Design cmd_fetch_seq_flat, sky130hd; sources not shown.
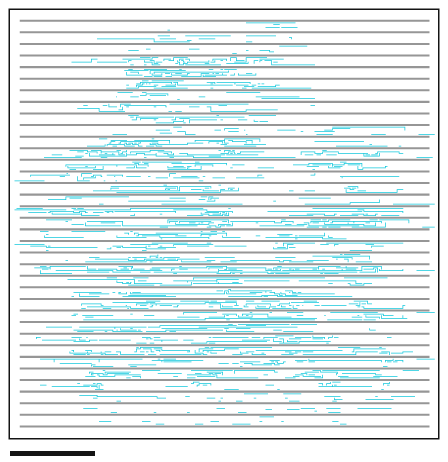
Fig. 1. Met1 routing.
Scale bar: 20 um. Supply wires on this layer in grey.
The wires run mostly horizontal. The layer carries 4040 um of wire. The layer holds 50% of the routed length.
met1 track demand over resource: 0.2603
vias: 2792

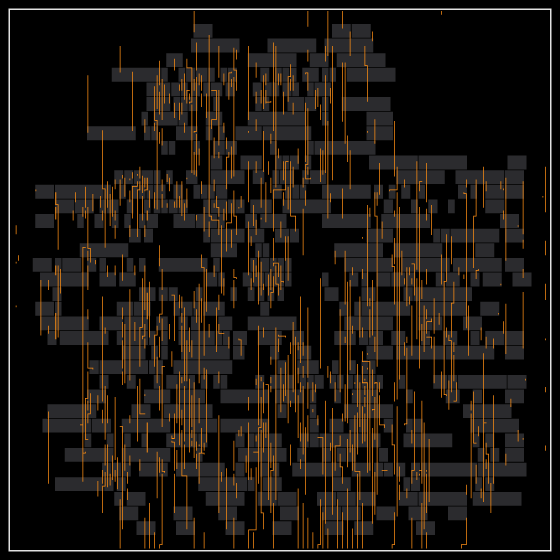
Fig. 2. M2 wires.
Cells faint in the background.
The layer holds 43% of the routed length. The longest straight run is 43.5 um. The layer carries 3510 um of wire. 377 nets have wire on it.
GR Layer Usage met2: 0.2494
WL final: 8.142 mm

==> results.json <==
{
  "setup_tns_ns": 0,
  "rsz0062_at_grt": "false",
  "ir_drop_v": 0.0003249,
  "clk_share": 0.06075,
  "synthTopCellsByCount": "nand2_1, dfrtp_1, nand3_1",
  "stdcell_area_sq_um": 4243,
  "aoi_share": 0.1088,
  "io_pins": 60,
  "critPathBufInv": 2,
  "area_delta_synth_final_pct": 30.32,
  "num_tap_cells": 111,
  "dr.pass1.iters": 5,
  "dp.cells": 551,
  "syn_avg_cell_area_sq_um": 8.456,
  "setup-violations-final": 0,
  "p_clk_frac": 0.253,
  "cts_htree_levels": 3,
  "mux_share": 0,
  "criticalPathCategory": "input port to flop",
  "cp_cell_sequence": "clkdlybuf4s50_1 -> inv_1 -> nand2_1 -> nor2_1 -> nand3_1 -> nand3_1 -> nand2_1 -> nand2_1 -> nand3_4 -> nand2_2 -> nand3_4 -> a21oi_2 -> nor2_2",
  "preCtsSetupSlack_ns": 0.2737,
  "fp_util": 0.3557,
  "timing.hold.ws_ns": 0.4077,
  "area_share_nonclk_buffers": 0.1498,
  "design.die.area_sq_um": 10090,
  "cellPowerDensity_nw_per_um2": 914.9,
  "nClkBuffers": 11,
  "synth-main-ff-cell": "dfrtp_1",
  "status": "finished, final reports clean",
  "post_dp_cell_area_sq_um": 3985,
  "tightest_slew_ns": 0.6832,
  "cp_max_fo": 8,
  "postCtsSetupBuffers": 0,
  "postSynthNetCount": 408,
  "period_minus_slack_ns": 2.216,
  "required_ns": 3.08,
  "drt_iter0_markers": 153,
  "synth-simple-area-share": 0.2867,
  "ys_chip_area_sq_um": 3256,
  "grt-ovfl-total": 0,
  "power.switching_mw": 1.558,
  "seq_share": 0.3598,
  "final_nets": 474,
  "rows": 35,
  "grt_max_degree": 35,
  "track_usage": 0.1730,
  "ys_cells": 385,
  "edf_count": 0,
  "netlist_instances": 385,
  "log.warning_count": 34,
  "clkTransAtPathRegs_ns": 0.07,
  "largest_area_cell": "dfrtp_1",
  "switching_share": 0.4015,
  "syn_area_sq_um": 3256
}
-- routing by layer --
layer  track usage  vias to the layer above  wire [um]
li1              -                     1418          -
met1        0.2603                     1292       4044
met2        0.2494                       77       3506
met3       0.04318                        5        524
met4       0.04110                        0         68
met5             0                        -          0
-- placed cells by master (no fill, tap or decap), types with 3 or more instances in the layout --
| master | synthesis | routed |
|---|---|---|
| a32o_1 | 3 | 3 |
| xnor2_1 | 5 | 5 |
| xor2_1 | 5 | 5 |
| dfrtp_1 | 61 | 61 |
| nor2_1 | 27 | 27 |
| nor2_2 | 9 | 9 |
| clkbuf_8 | 0 | 11 |
| nor3_1 | 9 | 9 |
| clkdlybuf4s50_1 | 0 | 58 |
| nand2_2 | 6 | 6 |
| nand4_1 | 5 | 5 |
| nor2_4 | 5 | 5 |
| o21ai_1 | 7 | 7 |
| a21oi_1 | 4 | 4 |
| nand2_1 | 72 | 72 |
| o21ai_0 | 21 | 21 |
| nor4_1 | 4 | 4 |
| ha_1 | 10 | 10 |
| bufinv_16 | 0 | 3 |
| o31ai_1 | 13 | 13 |
| inv_1 | 40 | 40 |
| inv_2 | 7 | 7 |
| buf_4 | 1 | 4 |
| nand3_1 | 48 | 48 |
-- power by group through the flow --
stage	registers [mW]	clock network [mW]	logic [mW]
after floorplan	1.27	0	1.12
after global placement	1.18	0	1.73
after detailed placement	1.18	0	1.75
after CTS	1.17	1.01	1.75
after global routing	1.19	1.05	1.95
final	1.16	0.983	1.73
-- cells by family after synthesis --
group           count (synthesis)
simple gates                  190
flops                          61
buf+inv                        58
compound gates                 56
xor+xnor                       10
fa+ha+maj                      10
Power is estimated from default activity; no workload was simulated.
